### src/rtl/div_pkg.sv
// ----------------------------------------------------------------------------
// div_pkg : shared constants, state encoding and helpers for div_16by16 (rev 1.0)
// ----------------------------------------------------------------------------
`default_nettype none

package div_pkg;

   localparam int WIDTH = 16;
   localparam int CNT_W = $clog2(WIDTH);

   typedef enum logic [1:0] {
      S_IDLE = 2'd0,
      S_RUN  = 2'd1,
      S_DONE = 2'd2
   } state_t;

   // Two's-complement magnitude; -2^(WIDTH-1) maps to 2^(WIDTH-1) as unsigned.
   function automatic logic [WIDTH-1:0] mag(input logic [WIDTH-1:0] v);
      return v[WIDTH-1] ? -v : v;
   endfunction

endpackage

`default_nettype wire

### src/rtl/div_step.sv
// ----------------------------------------------------------------------------
// div_step : one combinational restoring-division step (rev 1.0)
// ----------------------------------------------------------------------------
`default_nettype none

module div_step #(
   parameter int WIDTH = 16
) (
   input  logic [WIDTH-1:0] rem_i,
   input  logic             bit_i,
   input  logic [WIDTH-1:0] divisor_i,
   output logic [WIDTH-1:0] rem_o,
   output logic             qbit_o
);

   logic [WIDTH:0] shifted;
   logic [WIDTH:0] trial;

   // Partial remainder is always below the divisor, so the trial never needs more than WIDTH+1 bits.
   always_comb begin
      shifted = {rem_i, bit_i};
      trial   = shifted - {1'b0, divisor_i};
      qbit_o  = ~trial[WIDTH];
      rem_o   = trial[WIDTH] ? shifted[WIDTH-1:0] : trial[WIDTH-1:0];
   end

endmodule

`default_nettype wire

### src/rtl/div_16by16.sv
// ----------------------------------------------------------------------------
// div_16by16 : sequential restoring divider, one quotient bit per clock (rev 1.0)
// Optional macro DIV_SIGNED_EN selects two's-complement operands.
// ----------------------------------------------------------------------------
`default_nettype none

module div_16by16
   import div_pkg::*;
#(
   parameter int WIDTH = div_pkg::WIDTH
) (
   input  logic             clk_i,
   input  logic             rst_i,
   input  logic             start_i,
   input  logic [WIDTH-1:0] dividend_i,
   input  logic [WIDTH-1:0] divisor_i,
   output logic             busy_o,
   output logic             done_o,
   output logic [WIDTH-1:0] quot_o,
   output logic [WIDTH-1:0] rem_o,
   output logic             dz_o
);

   state_t             state_q, state_d;
   logic [CNT_W-1:0]   cnt_q,   cnt_d;
   logic [WIDTH-1:0]   prem_q,  prem_d;
   logic [WIDTH-1:0]   dvd_q,   dvd_d;
   logic [WIDTH-1:0]   dvs_q,   dvs_d;
   logic [WIDTH-1:0]   quot_q,  quot_d;
   logic [WIDTH-1:0]   rem_q,   rem_d;
   logic               dz_q,    dz_d;
`ifdef DIV_SIGNED_EN
   logic               qneg_q,  qneg_d;
   logic               rneg_q,  rneg_d;
`endif

   logic [WIDTH-1:0]   step_rem;
   logic               step_qbit;
   logic [WIDTH-1:0]   qres;

   div_step #(.WIDTH(WIDTH)) u_step (
      .rem_i     (prem_q),
      .bit_i     (dvd_q[WIDTH-1]),
      .divisor_i (dvs_q),
      .rem_o     (step_rem),
      .qbit_o    (step_qbit)
   );

   assign qres = {dvd_q[WIDTH-2:0], step_qbit};

   always_comb begin
      state_d = state_q;
      cnt_d   = cnt_q;
      prem_d  = prem_q;
      dvd_d   = dvd_q;
      dvs_d   = dvs_q;
      quot_d  = quot_q;
      rem_d   = rem_q;
      dz_d    = dz_q;
`ifdef DIV_SIGNED_EN
      qneg_d  = qneg_q;
      rneg_d  = rneg_q;
`endif
      case (state_q)
         S_IDLE, S_DONE: begin
            if (start_i) begin
               if (divisor_i == '0) begin
                  quot_d  = '1;
                  rem_d   = dividend_i;
                  dz_d    = 1'b1;
                  state_d = S_DONE;
               end else begin
`ifdef DIV_SIGNED_EN
                  dvd_d  = mag(dividend_i);
                  dvs_d  = mag(divisor_i);
                  qneg_d = dividend_i[WIDTH-1] ^ divisor_i[WIDTH-1];
                  rneg_d = dividend_i[WIDTH-1];
`else
                  dvd_d  = dividend_i;
                  dvs_d  = divisor_i;
`endif
                  prem_d  = '0;
                  cnt_d   = '0;
                  state_d = S_RUN;
               end
            end else if (state_q == S_DONE) begin
               state_d = S_IDLE;
            end
         end
         S_RUN: begin
            prem_d = step_rem;
            dvd_d  = qres;
            cnt_d  = cnt_q + CNT_W'(1);
            if (cnt_q == CNT_W'(WIDTH-1)) begin
`ifdef DIV_SIGNED_EN
               quot_d = qneg_q ? -qres : qres;
               rem_d  = rneg_q ? -step_rem : step_rem;
`else
               quot_d = qres;
               rem_d  = step_rem;
`endif
               dz_d    = 1'b0;
               state_d = S_DONE;
            end
         end
         default: state_d = S_IDLE;
      endcase
   end

   always_ff @(posedge clk_i) begin
      if (!rst_i) begin
         state_q <= S_IDLE;
         cnt_q   <= '0;
         prem_q  <= '0;
         dvd_q   <= '0;
         dvs_q   <= '0;
         quot_q  <= '0;
         rem_q   <= '0;
         dz_q    <= 1'b0;
`ifdef DIV_SIGNED_EN
         qneg_q  <= 1'b0;
         rneg_q  <= 1'b0;
`endif
      end else begin
         state_q <= state_d;
         cnt_q   <= cnt_d;
         prem_q  <= prem_d;
         dvd_q   <= dvd_d;
         dvs_q   <= dvs_d;
         quot_q  <= quot_d;
         rem_q   <= rem_d;
         dz_q    <= dz_d;
`ifdef DIV_SIGNED_EN
         qneg_q  <= qneg_d;
         rneg_q  <= rneg_d;
`endif
      end
   end

   assign busy_o = (state_q == S_RUN);
   assign done_o = (state_q == S_DONE);
   assign quot_o = quot_q;
   assign rem_o  = rem_q;
   assign dz_o   = dz_q;

endmodule

`default_nettype wire

### config.mk
export PLATFORM = sky130hd
export DESIGN_NAME = div_16by16
export DESIGN_NICKNAME = d
export VERILOG_FILES = /design/src/rtl/div_pkg.sv /design/src/rtl/div_step.sv /design/src/rtl/div_16by16.sv
export SDC_FILE = /design/constraint.sdc
export NUM_CORES = 1
export LEC_CHECK = 0
export CAP_MARGIN = 20
export CORE_ASPECT_RATIO = 0.6
export CORE_UTILIZATION = 45
export CTS_CLUSTER_DIAMETER = 200
export CTS_CLUSTER_SIZE = 20
export DETAILED_ROUTE_END_ITERATION = 16
export PLACE_DENSITY = 0.68
export SYNTH_ARGS = -nofsm -noshare
export SYNTH_HDL_FRONTEND = slang
export SYNTH_SLANG_ARGS = --single-unit
export TNS_END_PERCENT = 1
### constraint.sdc
create_clock -name clk_i -period 3.6 [get_ports clk_i]
set_input_delay 1.08 -clock clk_i [delete_from_list [all_inputs] [get_ports clk_i]]
set_output_delay 1.08 -clock clk_i [all_outputs]
set_load 0.02 [all_outputs]
**Run 1: where the registers sit**

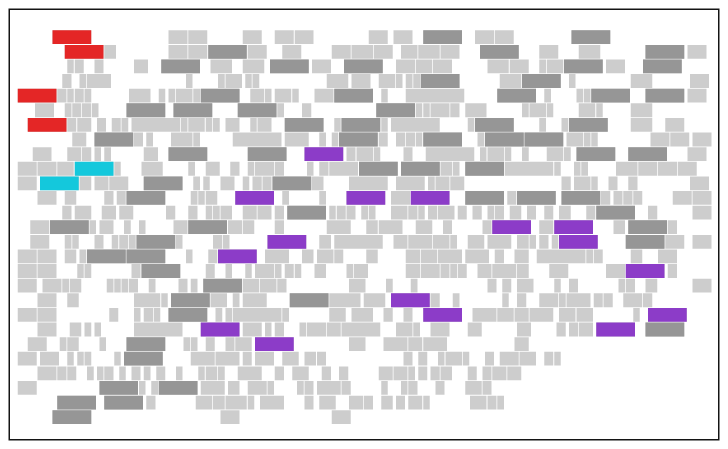
Key: prem_q = purple [flops 16]; state_q = cyan [flops 2]; cnt_q = red [flops 4, where top left]
Another 65 sequential cells are not coloured.

**Run 1: cell classes on the final placement**

Fill, decap, tap and diode cells in grey.
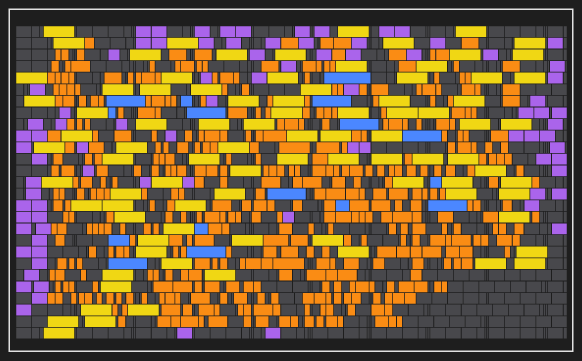
Key: remaining logic cells = orange [cells 429]; remaining buffers and delay cells = purple [cells 83]; registers = yellow [cells 87]; clock drivers and dummy loads = blue [cells 16]

**Run 1: routed metal per tile**

Bar = 50 um. 26 x 16 tiles, from black (low) to pale yellow (high), scaled to the fullest tile. Values are wire area over tile area, all layers added.
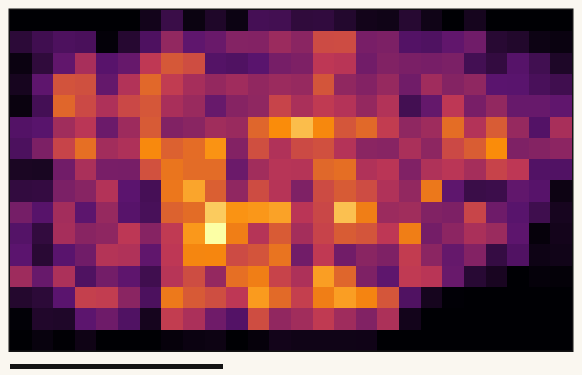
The fullest tile reaches 0.58. The emptiest ninth of the die: bottom right. The mean over all tiles is 0.20. The densest ninth of the die: middle.

run 1: cell families after synthesis:
kind of cell | count (synthesis) | share of synthesized area (%)
XOR/XNOR | 11 | 2.12
buffers and inverters | 56 | 5.67
AND/OR/NAND/NOR | 207 | 21.7
multiplexers | 6 | 1.35
adder cells (fa/ha/maj) | 18 | 5.12
AND-OR/OR-AND | 166 | 25.8
flip-flops | 87 | 38.3
run 1: layout make-up:
type / count / area share (%)
timing repair buffer: 83 / 14.1
inverter: 21 / 1.40
clock inverter: 6 / 1.20
clock buffer: 10 / 4.24
multi-input combinational: 408 / 45.2
sequential: 87 / 30.9
tap: 130 / 2.89
run 1: registers in the layout, summed over array words and instances (netlist names):
| register | cells |
|---|---|
| dvd_q | 16 |
| rem_o | 16 |
| dvs_q | 16 |
| quot_o | 16 |
| cnt_q | 4 |
| dz_o | 1 |
| state_q | 2 |
| prem_q | 16 |
run 1: Yosys cell counts (3+ instances only):
cell type    n  area, um^2
nand2_1    104         390
a211oi_2     4        50.1
nand3_2      4        40.0
o221a_2     15         169
inv_1       19        71.3
a221oi_1     3        26.3
a311oi_1    15         131
nor3_1      10        50.1
mux2i_1      5        50.1
nor4_1       6        37.5
xnor2_1      4        35.0
o211a_1      3        30.0
a21o_1       5        37.5
or3_1        3        18.8
nand3_1     21         105
ha_1        17         213
o21a_1       5        37.5
o211ai_1     4        30.0
dfxtp_1     87        1740
a31oi_1      8        50.1
nor2_1      31         116
o21ai_0     31         155
buf_6        3        33.8
a21oi_1     51         255
and3_1       5        31.3
buf_2        4        20.0
clkbuf_1    24        90.1
nand3b_1     3        22.5
xor2_1       7        61.3
and2_1       3        18.8
==> impl_summary.log, run 1 <==
[flow] final metrics
[metrics] Met1 Wirelength: 6.67 mm
[metrics] worst r2r path cells: 11
[metrics] cell mode on critical path: o21ai_0
[metrics] DR WL met3: 963 um
[metrics] Synthesized registers: 87
[metrics] critical path, cell by cell: clkdlybuf4s50_1, nor4_1, nand4_1, o21ai_0, o21a_1, o21ai_0, a221oi_1
[metrics] result of the run: completed
[metrics] met1 track demand over resource: 38.9%
[metrics] Syn Inst Count: 551
[metrics] clk ins delay skew pair: 340 ps
[metrics] Setup Skew: 5.71 ps
[metrics] Seq/Total Area, Yosys: 38.3%
[metrics] maximum number of pins on one net before global-route repair: 57
[metrics] total global-route track usage: 26.0%
[metrics] GR Util met2: 37.7%
[metrics] tightest slew margin relative to the limit: 39.6%
[metrics] max-capacitance violation count: 0
[metrics] category of the worst setup path launch point: input port
[metrics] most frequent logic cell in the layout: nand2_1
[metrics] number of sinks handled by clock tree synthesis: 87
[metrics] crit path time final: 3220 ps
[metrics] area of the placeable core: 9490 um^2
[metrics] Yosys Warn Count: 0
[metrics] mean routed wirelength per cell: 17.5 um
[metrics] sort of element at the end of the critical path: flip-flop
[metrics] Critical R2R Launch: dvd_q[15]$_SDFFE_PN0P_
[metrics] final net count: 663
[metrics] via count of the first global-routing pass: 4003
**Run 1: placement view**

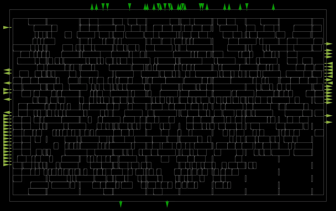

## Run 2: what changed since run 1
--- a/config.mk
+++ b/config.mk
@@ -12,6 +12,7 @@
 export CTS_CLUSTER_SIZE = 20
 export DETAILED_ROUTE_END_ITERATION = 16
 export PLACE_DENSITY = 0.68
+export RECOVER_POWER = 25
 export SYNTH_ARGS = -nofsm -noshare
 export SYNTH_HDL_FRONTEND = slang
 export SYNTH_SLANG_ARGS = --single-unit
**Run 2: placement view**

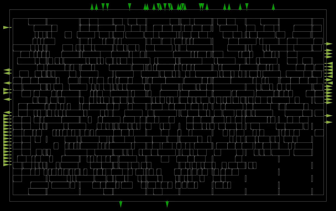
Fill cells: 846
final instance count without filler cells: 745
area of the placeable core: 9490 um^2

==> impl_summary.log, run 2 <==
[flow] final metrics
[metrics] result of the run: completed
[metrics] share of synthesized area spent on multiplexers: 1.35%
[metrics] chip area estimate from yosys synthesis: 4550 um^2
[metrics] number of sinks handled by clock tree synthesis: 87
[metrics] most frequent logic cell in the layout: nand2_1
[metrics] Setup Skew: 5.44 ps
[metrics] main area contributors: dfxtp_1, nand2_1, a21oi_1
[metrics] routed vias: 4355
[metrics] peak supply drop: 0.367 mV
[metrics] quantity of hold-fixing buffers added after cts: 0
[metrics] count of cell instances traversed by the critical path: 7
[metrics] Synth Area in Simple Gates: 21.7%
[metrics] mean routed wirelength per cell: 17.5 um
[metrics] worst r2r path cells: 11
[metrics] Mapped Nets: 604
[metrics] Syn Inst Count: 551
[metrics] placed cell count: 729
[metrics] total global-route track usage: 26.0%
[metrics] category of the worst setup path launch point: input port
[metrics] count of library flops with an enable pin: 0
[metrics] Synthesized registers: 87
[metrics] post-synthesis cell type with the largest instance count: nand2_1
[metrics] count of endpoints failing hold in the final timing report: 0
[metrics] cell mode on critical path: o21ai_0
[metrics] via count normalized by instance count: 5.85
[metrics] crit path time final: 3190 ps
[metrics] clk ins delay skew pair: 340 ps
[metrics] Yosys Warn Count: 0
[metrics] dominant non-sequential cell family after synthesis: AND-OR/OR-AND gates
[metrics] maximum number of pins on one net before global-route repair: 57
[metrics] proportion of netlist area held by the largest area contributor: 38.3%
[metrics] Seq/Total Area, Yosys: 38.3%
[metrics] Req. time, crit path: 3830 ps
[metrics] Critical Path Slowest Stage Cell: o21a_1
[metrics] critical path, cell by cell: clkdlybuf4s50_1, nor4_1, nand4_1, o21ai_0, o21a_1, o21ai_0, a221oi_1
[metrics] Die Y-Extent: 79.9 um
[metrics] fa+ha+maj area frac: 5.12%
[metrics] tightest slew margin relative to the limit: 39.6%
[metrics] via count of the first global-routing pass: 4003
[metrics] final net count: 663
[metrics] most common library cells after synthesis: nand2_1, dfxtp_1, a21oi_1, nor2_1, o21ai_0
[metrics] aoi/oai-family share of the synthesized area: 25.8%
[metrics] HPWL after detailed placement: 9.54 mm
[metrics] max-capacitance violation count: 0
[metrics] sort of element at the end of the critical path: flip-flop
[metrics] xor and xnor area share after synthesis: 2.12%
==> run 2: cell counts after synthesis <==
No cell type changed its count.
==> run 2: power by group through the flow <==
stage | combinational, W | clock, W | sequential (W)
finish | 0.00149 | 0.000957 | 0.00111
global route | 0.00163 | 0.00102 | 0.00111
CTS | 0.00146 | 0.000972 | 0.00111
detailed placement | 0.00146 | 0 | 0.00113
global placement | 0.00145 | 0 | 0.00112
floorplan | 0.00122 | 0 | 0.00110
==> run 2: worst min path at each step <==
stage | start | to | cells past startpoint
final | dvs_q[4]$_SDFFE_PN0P_ | dvs_q[4]$_SDFFE_PN0P_ | 2
after detailed placement | dvs_q[4]$_SDFFE_PN0P_ | dvs_q[4]$_SDFFE_PN0P_ | 2
after floorplan | dvs_q[10]$_SDFFE_PN0P_ | dvs_q[10]$_SDFFE_PN0P_ | 2
after global routing | dvs_q[4]$_SDFFE_PN0P_ | dvs_q[4]$_SDFFE_PN0P_ | 2
after global placement | dvs_q[2]$_SDFFE_PN0P_ | dvs_q[2]$_SDFFE_PN0P_ | 2
after CTS | dvs_q[4]$_SDFFE_PN0P_ | dvs_q[4]$_SDFFE_PN0P_ | 2
==> run 2: routing by layer <==
layer  part of all wire, %  up-vias  global-route usage [%]
met3                   7.8       13                    5.27
met4                  0.89        0                    5.70
met1                    51     2075                    38.9
met5                     0        -                       0
met2                    40      158                    37.7
li1                      -     2109                       -
==> run 2: final cells by class <==
cell class / count / area (um^2) / share of cell area, %
multi-input combinational: 408 / 2550 / 45.3
sequential: 87 / 1740 / 30.9
timing repair buffer: 83 / 792 / 14.1
clock buffer: 10 / 239 / 4.24
tap: 130 / 163 / 2.89
inverter: 21 / 78.8 / 1.40
clock inverter: 6 / 67.6 / 1.20
No activity file was given, so power comes from the tool's default toggle rates.
